$ cat src/rtl/clause_variable_picker.sv
// Reads one clause's coefficient words, derives per-variable presence masks and
// picks one present variable by scanning the combined position space from a random offset.
module clause_variable_picker #(
    parameter int MAXIMUM_BIT_WIDTH_OF_INTEGER_VARIABLE_INDEX = 1,
    parameter int MAXIMUM_BIT_WIDTH_OF_BOOLEAN_VARIABLE_INDEX = 1,
    parameter int MAXIMUM_BIT_WIDTH_OF_INTEGER_COEFFICIENT    = 4,
    parameter int MAXIMUM_BIT_WIDTH_OF_BOOLEAN_COEFFICIENT    = 2,
    parameter int CLAUSE_INDEX_WIDTH                          = 4,
    localparam int NI  = 1 << MAXIMUM_BIT_WIDTH_OF_INTEGER_VARIABLE_INDEX,
    localparam int NB  = 1 << MAXIMUM_BIT_WIDTH_OF_BOOLEAN_VARIABLE_INDEX,
    localparam int M   = (MAXIMUM_BIT_WIDTH_OF_INTEGER_VARIABLE_INDEX > MAXIMUM_BIT_WIDTH_OF_BOOLEAN_VARIABLE_INDEX)
                         ? MAXIMUM_BIT_WIDTH_OF_INTEGER_VARIABLE_INDEX
                         : MAXIMUM_BIT_WIDTH_OF_BOOLEAN_VARIABLE_INDEX,
    localparam int ICW = MAXIMUM_BIT_WIDTH_OF_INTEGER_COEFFICIENT,
    localparam int BCW = MAXIMUM_BIT_WIDTH_OF_BOOLEAN_COEFFICIENT
) (
    input  logic                          clk,
    input  logic                          reset,
    input  logic                          in_start,
    input  logic [CLAUSE_INDEX_WIDTH-1:0] in_clause_index,
    input  logic [M:0]                    in_random,
    output logic                          out_mem_rd_en,
    output logic [CLAUSE_INDEX_WIDTH-1:0] out_mem_addr,
    input  logic [NI*ICW-1:0]             in_mem_integer_coefficients,
    input  logic [NB*BCW-1:0]             in_mem_boolean_coefficients,
    output logic                          out_busy,
    output logic                          out_done,
    output logic                          out_empty,
    output logic                          out_var_is_boolean,
    output logic [M-1:0]                  out_var_index,
    output logic [NI-1:0]                 out_integer_variables,
    output logic [NB-1:0]                 out_boolean_variables
);

    localparam int TOTAL = NI + NB;
    localparam int PW    = M + 1;
    localparam int SW    = M + 2;

    typedef enum logic [2:0] {S_IDLE, S_READ, S_WAIT, S_SCAN, S_DONE} state_t;

    state_t                        state, state_d;
    logic [CLAUSE_INDEX_WIDTH-1:0] clause_q;
    logic [PW-1:0]                 start_q, pos_q, start_off, pos_next;
    logic [SW-1:0]                 steps_q;
    logic [NI-1:0]                 int_present;
    logic [NB-1:0]                 bool_present;
    logic [TOTAL-1:0]              presence;
    logic                          hit, last_probe, pos_is_int;
    logic [M-1:0]                  bool_idx;

    always_comb begin
        int_present  = '0;
        bool_present = '0;
        hit          = 1'b0;
        for (int i = 0; i < NI; i++) int_present[i] = |in_mem_integer_coefficients[i*ICW +: ICW];
        for (int i = 0; i < NB; i++) bool_present[i] = |in_mem_boolean_coefficients[i*BCW +: BCW];
        presence = {out_boolean_variables, out_integer_variables};
        for (int i = 0; i < TOTAL; i++) begin
            if (pos_q == PW'(i)) hit = presence[i];
        end
        // in_random < 2*TOTAL always, so a single conditional subtraction reduces it.
        start_off  = ({1'b0, in_random} < SW'(TOTAL)) ? in_random : in_random - PW'(TOTAL);
        pos_next   = (pos_q == PW'(TOTAL - 1)) ? '0 : pos_q + 1'b1;
        last_probe = (steps_q == SW'(TOTAL - 1));
        pos_is_int = (pos_q < PW'(NI));
        bool_idx   = pos_q[M-1:0] - M'(NI);
    end

    always_ff @(posedge clk or posedge reset) begin
        if (reset) state <= S_IDLE;
        else       state <= state_d;
    end

    always_comb begin
        state_d       = state;
        out_busy      = (state != S_IDLE);
        out_done      = 1'b0;
        out_mem_rd_en = 1'b0;
        out_mem_addr  = '0;
        case (state)
            S_IDLE: if (in_start) state_d = S_READ;
            S_READ: begin
                out_mem_rd_en = 1'b1;
                out_mem_addr  = clause_q;
                state_d       = S_WAIT;
            end
            S_WAIT: state_d = S_SCAN;
            S_SCAN: if (hit || last_probe) state_d = S_DONE;
            S_DONE: begin
                out_done = 1'b1;
                state_d  = S_IDLE;
            end
            default: state_d = S_IDLE;
        endcase
    end

    always_ff @(posedge clk or posedge reset) begin
        if (reset) begin
            clause_q              <= '0;
            start_q               <= '0;
            pos_q                 <= '0;
            steps_q               <= '0;
            out_integer_variables <= '0;
            out_boolean_variables <= '0;
            out_empty             <= 1'b0;
            out_var_is_boolean    <= 1'b0;
            out_var_index         <= '0;
        end else begin
            case (state)
                S_IDLE: if (in_start) begin
                    clause_q <= in_clause_index;
                    start_q  <= start_off;
                    steps_q  <= '0;
                end
                S_WAIT: begin
                    out_integer_variables <= int_present;
                    out_boolean_variables <= bool_present;
                    pos_q                 <= start_q;
                    out_empty             <= 1'b0;
                    out_var_is_boolean    <= 1'b0;
                    out_var_index         <= '0;
                end
                S_SCAN: begin
                    if (hit) begin
                        out_var_is_boolean <= !pos_is_int;
                        out_var_index      <= pos_is_int ? pos_q[M-1:0] : bool_idx;
                    end else begin
                        pos_q   <= pos_next;
                        steps_q <= steps_q + 1'b1;
                        // Result fields were cleared in WAIT, so empty needs only the flag.
                        if (last_probe) out_empty <= 1'b1;
                    end
                end
                default: ;
            endcase
        end
    end

endmodule

$ cat config.mk
export PLATFORM = sky130hd
export DESIGN_NAME = clause_variable_picker
export DESIGN_NICKNAME = d
export VERILOG_FILES = /design/src/rtl/clause_variable_picker.sv
export SDC_FILE = /design/constraint.sdc
export NUM_CORES = 1
export LEC_CHECK = 0
export ABC_AREA = 1
export CAP_MARGIN = 30
export CORE_UTILIZATION = 45
export CTS_BUF_LIST = sky130_fd_sc_hd__clkbuf_4 sky130_fd_sc_hd__clkbuf_8 sky130_fd_sc_hd__clkbuf_16
export DETAILED_ROUTE_END_ITERATION = 10
export PLACE_DENSITY_LB_ADDON = 0.1
export SLEW_MARGIN = 15
export SYNTH_ARGS = -nofsm -noshare
export SYNTH_HDL_FRONTEND = slang
export SYNTH_SLANG_ARGS = --single-unit
export TNS_END_PERCENT = 10
$ cat constraint.sdc
create_clock -name clk -period 1.8 [get_ports clk]
set_input_delay 0.36 -clock clk [delete_from_list [all_inputs] [get_ports clk]]
set_output_delay 0.36 -clock clk [all_outputs]
set_load 0.02 [all_outputs]
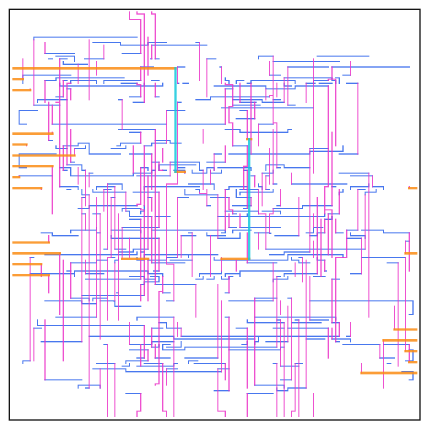
run_1/layers.png
Drawn at 8 px/um.
legend:
  M3:
    color: orange
    wire_length: 90.3 um
  M1:
    color: blue
    wire_length: 1060 um
  M2:
    color: magenta
    wire_length: 1100 um
  M4:
    color: cyan
    wire_length: 27.9 um

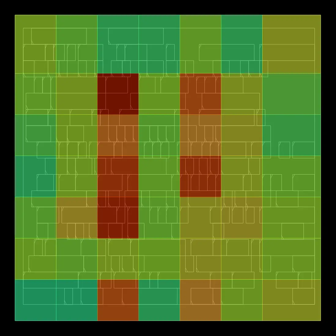
run_1/congestion_map.png
met2 Usage GRT: 38.38%
met3 Use GR: 3.571%
routing usage on met1: 23.96%
Final Util: 67.87%
GRT Util Overall: 21.14%

==> qor.csv, run 1 <==
metric,value,unit
CTS Root Cell,clkbuf_4,
Slew headroom,81.71,%
Critical R2R Capture,steps_q[0],
Flop Count,21,
Met3 Routed Length,90,um
"critical path fanouts, max",5,
CP max stage delay,410,ps
PnR worst setup slack,52.29,ps
clk sink count,21,
Top Consumer,combinational logic,
Int Power,1.411,mW
drt wl/cell,11.02,um
Worst EP required,1440,ps
Via density,4.705,
vias in the first global route,1008,
Layout Area Growth over Synthesis,40.74,%
WP buf/inv,2,
Pleak,0.7878,nW
clk_buf instances,3,
dpl hpwl,1.813,mm
Leading cell kind,registers,
combinational share of power,59.9,%
Mapped Cells,135,
XORs/XNORs by Area,0,%
"FA/HA/MAJ Cells, Area Fraction",6.904,%
number of logged tool warnings,30,
cell taking the most area after synthesis,dfrtp_1,
fp_density,48.22,%
CTS-repair resized insts,15,
Top logic family,simple AND/OR/NAND/NOR gates,
final hold slack,371.9,ps
final period utilization,97.10,%
Mean Syn Cell Area,8.054,um^2
WP depth,4,
GR Overflow Total,0,
Final clock-cell share,1.799,%
pwr/cell area,1721,mW/mm^2
final hold viol count,0,
Latency at later pin,300,ps
critical path launch point type,flop,
most frequent cells in the layout,"nand2_1 (41), clkdlybuf4s50_1 (27), dfrtp_1 (20)",
status,"complete, no violations",
register area,526.8,um^2
global route hottest layer,met2,
yosys simple share,31.53,%
CTS tree,done,
syn nets,162,
Worst setup startpoint,state[1],
P_sw,1.222,mW
"EDFF count, synth",0,
final wirelength,2.281,mm
area of the multi-input gates,490.5,um^2
sequential power share,31.4,%
antenna diode count,0,
# placed instances,203,
Combinational Power,1.58,mW
Final Max Tran Viols,0,
Post-synth top flop,dfrtp_1,
multi-input gates,93,
number of non-clock buffers,40,
largest net degree at the start of global routing,22,
Finished Layout Cells,207,
"Compound Share, Synth",5.984,%
post-route ant nets,0,
Main area contributors,"dfrtp_1 (48%), nand2_1 (14%), ha_1 (6.9%), nand3_1 (6.0%), inv_1 (5.9%)",
dpl cell area,0.001513,mm^2
Critical Path End Type,primary output,
"CTS clk-pin slew, worst paths",120,ps
Least-Margin Pin Slew,274.4,ps
initial DRC count,15,
worst hold path class,in -> async,
Seq/total area,34.42,%
post-cts hold buffer count,0,
Largest regs,"clause_q (4), state (3), steps_q (3)",
"Cell Area, Synth",0.001087,mm^2
fmax,572.2,MHz
Clk power,0.227,mW
CP arrival,1390,ps
Synth Seq Share,48.33,%
VDD IR max,1.145,mV
post-layout min period,1748,ps
vias,974,
DR top layer,met4,
dpl ws,41.60,ps
"Design Area, Final",0.001530,mm^2
# DRC,0,
most common cell in the netlist,nand2_1,
Yosys chip area,0.001087,mm^2
Crit path max-delay family,flip-flops,
total die size,0.002617,mm^2
yosys warns,0,
boundary pin count,35,
worst r2r src,pos_q[1],
final worst clock skew,1.268,ps
seq pwr,0.828,mW
global-route wire length before repair,4.133,mm
H-tree depth,1,
logic share of the area,32.05,%
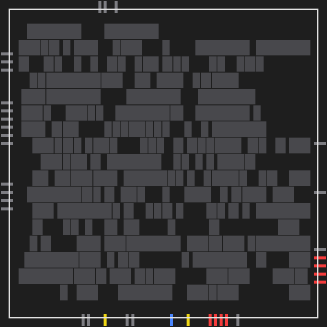
run_1/pinout.png
Drawn at 6 px/um. Pins as bars across the die edge, other pins in gray.
legend:
  out_empty:
    color: blue
    pins: 1
    direction: output
    edge: south
  out_boolean_variables:
    color: yellow
    pins: 2
    direction: output
    edge: south
  in_mem_integer_coefficients:
    color: red
    pins: 8
    direction: input
    edge: 4 south, 4 east
all pins by edge: 13 west, 12 south, 7 east, 3 north
IO buf count: 34
Die H: 51.16 um
Die X: 51.16 um

run_1/ff_map.png
Drawn at 6 px/um. Other sequential cells in the stronger gray, the rest of the logic in the fainter gray.
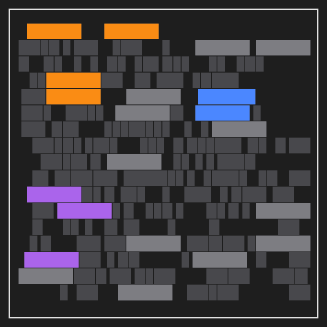

==> run 2: changes to the inputs <==
CORE_ASPECT_RATIO = 1.5   (was not set)
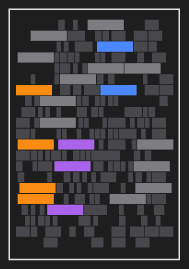
run_2/ff_map.png
Drawn at 4 px/um. Other sequential cells in the stronger gray, the rest of the logic in the fainter gray.
legend:
  clause_q:
    color: orange
    flops: 4
  pos_q:
    color: blue
    flops: 2
  state:
    color: purple
    flops: 3
not colored: 12

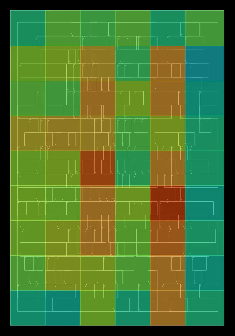
run_2/congestion_map.png
met2 Usage GRT: 36.33%
global route hottest layer: met2
met3 Use GR: 2.907%

==> run 2 against run 1 <==
Compared with the run above: setup slack better by 13 ps; wire length down 5.1%; clock power rose by 3%; non-clock buffer count down 2; global-route usage shrank 1.4 points; sequential power increased by 1%; critical path depth is the same; sequential share of layout area rose by 0.46 points; register-to-register slack got worse by 20 ps; critical path type unchanged.
==> qor.csv, run 2 <==
metric,value,unit,change
Crit path max-delay family,flip-flops,,
most frequent cells in the layout,"nand2_1 (41), clkdlybuf4s50_1 (27), dfrtp_1 (21)",,
Die X,42.14,um,-18%
Leading cell kind,registers,,
Die H,62.20,um,+22%
"Cell Area, Synth",0.001087,mm^2,unchanged
Cell Type Count,16,,
Worst setup startpoint,state[1],,
"CTS clk-pin slew, worst paths",110,ps,about the same
vias in the first global route,1002,,-0.60%
tap cells,23,,
Clk power,0.234,mW,+3%
Top logic family,simple AND/OR/NAND/NOR gates,,
clk sink count,21,,unchanged
DR top layer,met4,,
Top Consumer,combinational logic,,
commonest cells in the synthesized netlist,"nand2_1 (41), dfrtp_1 (21), inv_1 (17)",,
global-route wire length before repair,4.084,mm,-1.2%
IO buf count,34,,unchanged
CP max stage delay,420,ps,about the same
Int Power,1.387,mW,-1.7%
largest net degree at the start of global routing,22,,unchanged
"Compound Share, Synth",5.984,%,unchanged
Met3 Routed Length,65,um,-28%
Max clock buf depth,2,,
final wirelength,2.165,mm,-5.1%
CTS-repair resized insts,14,,-1
CTS tree,done,,
Commonest Layout Cell,nand2_1,,
Final clock-cell share,1.993,%,+0.19 points
Critical R2R Capture,steps_q[2],,
unrepaired setup endpoints after global routing,yes,,
final hold slack,374.6,ps,+2.729 ps
cell taking the most area after synthesis,dfrtp_1,,
register area,525.5,um^2,-0.24%
post-layout min period,1735,ps,-13.08 ps
worst hold path class,in -> async,,
Pleak,0.7872,nW,about the same
VDD IR max,0.9675,mV,-15%
WP buf/inv,2,,unchanged
CTS Root Cell,clkbuf_4,,
"critical path fanouts, max",5,,unchanged
Largest regs,"clause_q (4), state (3), steps_q (3)",,
CP cell instances,nor3_4 -> inv_2 -> nor2_1 -> clkdlybuf4s15_2,,
boundary pin count,35,,unchanged
fmax,576.5,MHz,+0.75%
initial antenna violation count,0,,
drt wl/cell,10.83,um,-1.8%
Mean Syn Cell Area,8.054,um^2,unchanged
# placed instances,196,,-3.4%
yosys warns,0,,unchanged
kind of critical path,reg -> out,,
Final Util,66.67,%,-1.2 points
final period utilization,96.37,%,-0.73 points
Critical Path End,out_mem_addr[3],,
pwr/cell area,1717,mW/mm^2,-0.23%
R2R Setup Slk,190,ps,
Post-synth top flop,dfrtp_1,,
final hold viol count,0,,unchanged
Main area contributors,"dfrtp_1 (48%), nand2_1 (14%), ha_1 (6.9%), nand3_1 (6.0%), inv_1 (5.9%)",,
Least-Margin Pin Slew,266.9,ps,-7.490 ps
critical path launch point type,flop,,
vias,996,,+2.3%
dpl ws,2.115,ps,-39.49 ps
WP depth,4,,unchanged
total die size,0.002621,mm^2,+0.15%
"EDFF count, synth",0,,unchanged
Final Max Tran Viols,0,,unchanged
number of logged tool warnings,30,,unchanged
antenna diode count,0,,unchanged
worst r2r src,pos_q[1],,
seq pwr,0.836,mW,+1%
Latency at later pin,300,ps,about the same
GRT Util Overall,19.70,%,-1.4 points
status,"complete, no violations",,
Worst EP required,1440,ps,about the same
multi-input gates,93,,unchanged
non-clock buffer share of cell area,23.17,%,
area of the multi-input gates,494.2,um^2,+0.77%
Nets,205,,
initial DRC count,37,,+22
clk_buf instances,4,,+1
Combinational Power,1.52,mW,-4%
M1 WL,861,um,
H-tree depth,1,,unchanged
"FA/HA/MAJ Cells, Area Fraction",6.904,%,unchanged
GR Overflow Total,0,,unchanged
most common cell in the netlist,nand2_1,,
XORs/XNORs by Area,0,%,unchanged
post-cts hold buffer count,0,,unchanged
num rows,21,,
fp_density,48.12,%,-0.11 points
yosys simple share,31.53,%,unchanged
routing usage on met1,22.94,%,-1.0 points
Mapped Cells,135,,unchanged
logic share of the area,32.81,%,+0.76 points
Slew headroom,82.21,%,+0.50 points
Post-CTS Setup Repair Bufs,0,,
PnR worst setup slack,65.37,ps,+13.08 ps
Dominant cell area share,48.33,%,
Synth Seq Share,48.33,%,unchanged
Via density,4.980,,+5.8%
sequential power share,32.3,%,+0.9 points
P_sw,1.200,mW,-1.8%
slowest CP cell,dfrtp_1,,
inverters,21,,
Critical Path End Type,primary output,,
Core ar.,0.002260,mm^2,
final worst clock skew,7.498,ps,+6.230 ps
"Design Area, Final",0.001506,mm^2,-1.6%
Yosys chip area,0.001087,mm^2,unchanged
# DRC,0,,unchanged
dpl hpwl,1.774,mm,-2.1%
combinational share of power,58.7,%,-1.2 points
layout cells sized above 1,12.99,%,
post-route ant nets,0,,unchanged
Finished Layout Cells,200,,-3.4%
number of non-clock buffers,38,,-5.0%
ys cells,135,,
dpl cell area,0.001491,mm^2,-1.4%
Layout Area Growth over Synthesis,38.55,%,
Largest Register,clause_q,,
syn nets,162,,unchanged
Flop Count,21,,unchanged
CP arrival,1370,ps,-20 ps
Seq/total area,34.88,%,+0.46 points
Power is estimated from default activity; no workload was simulated.
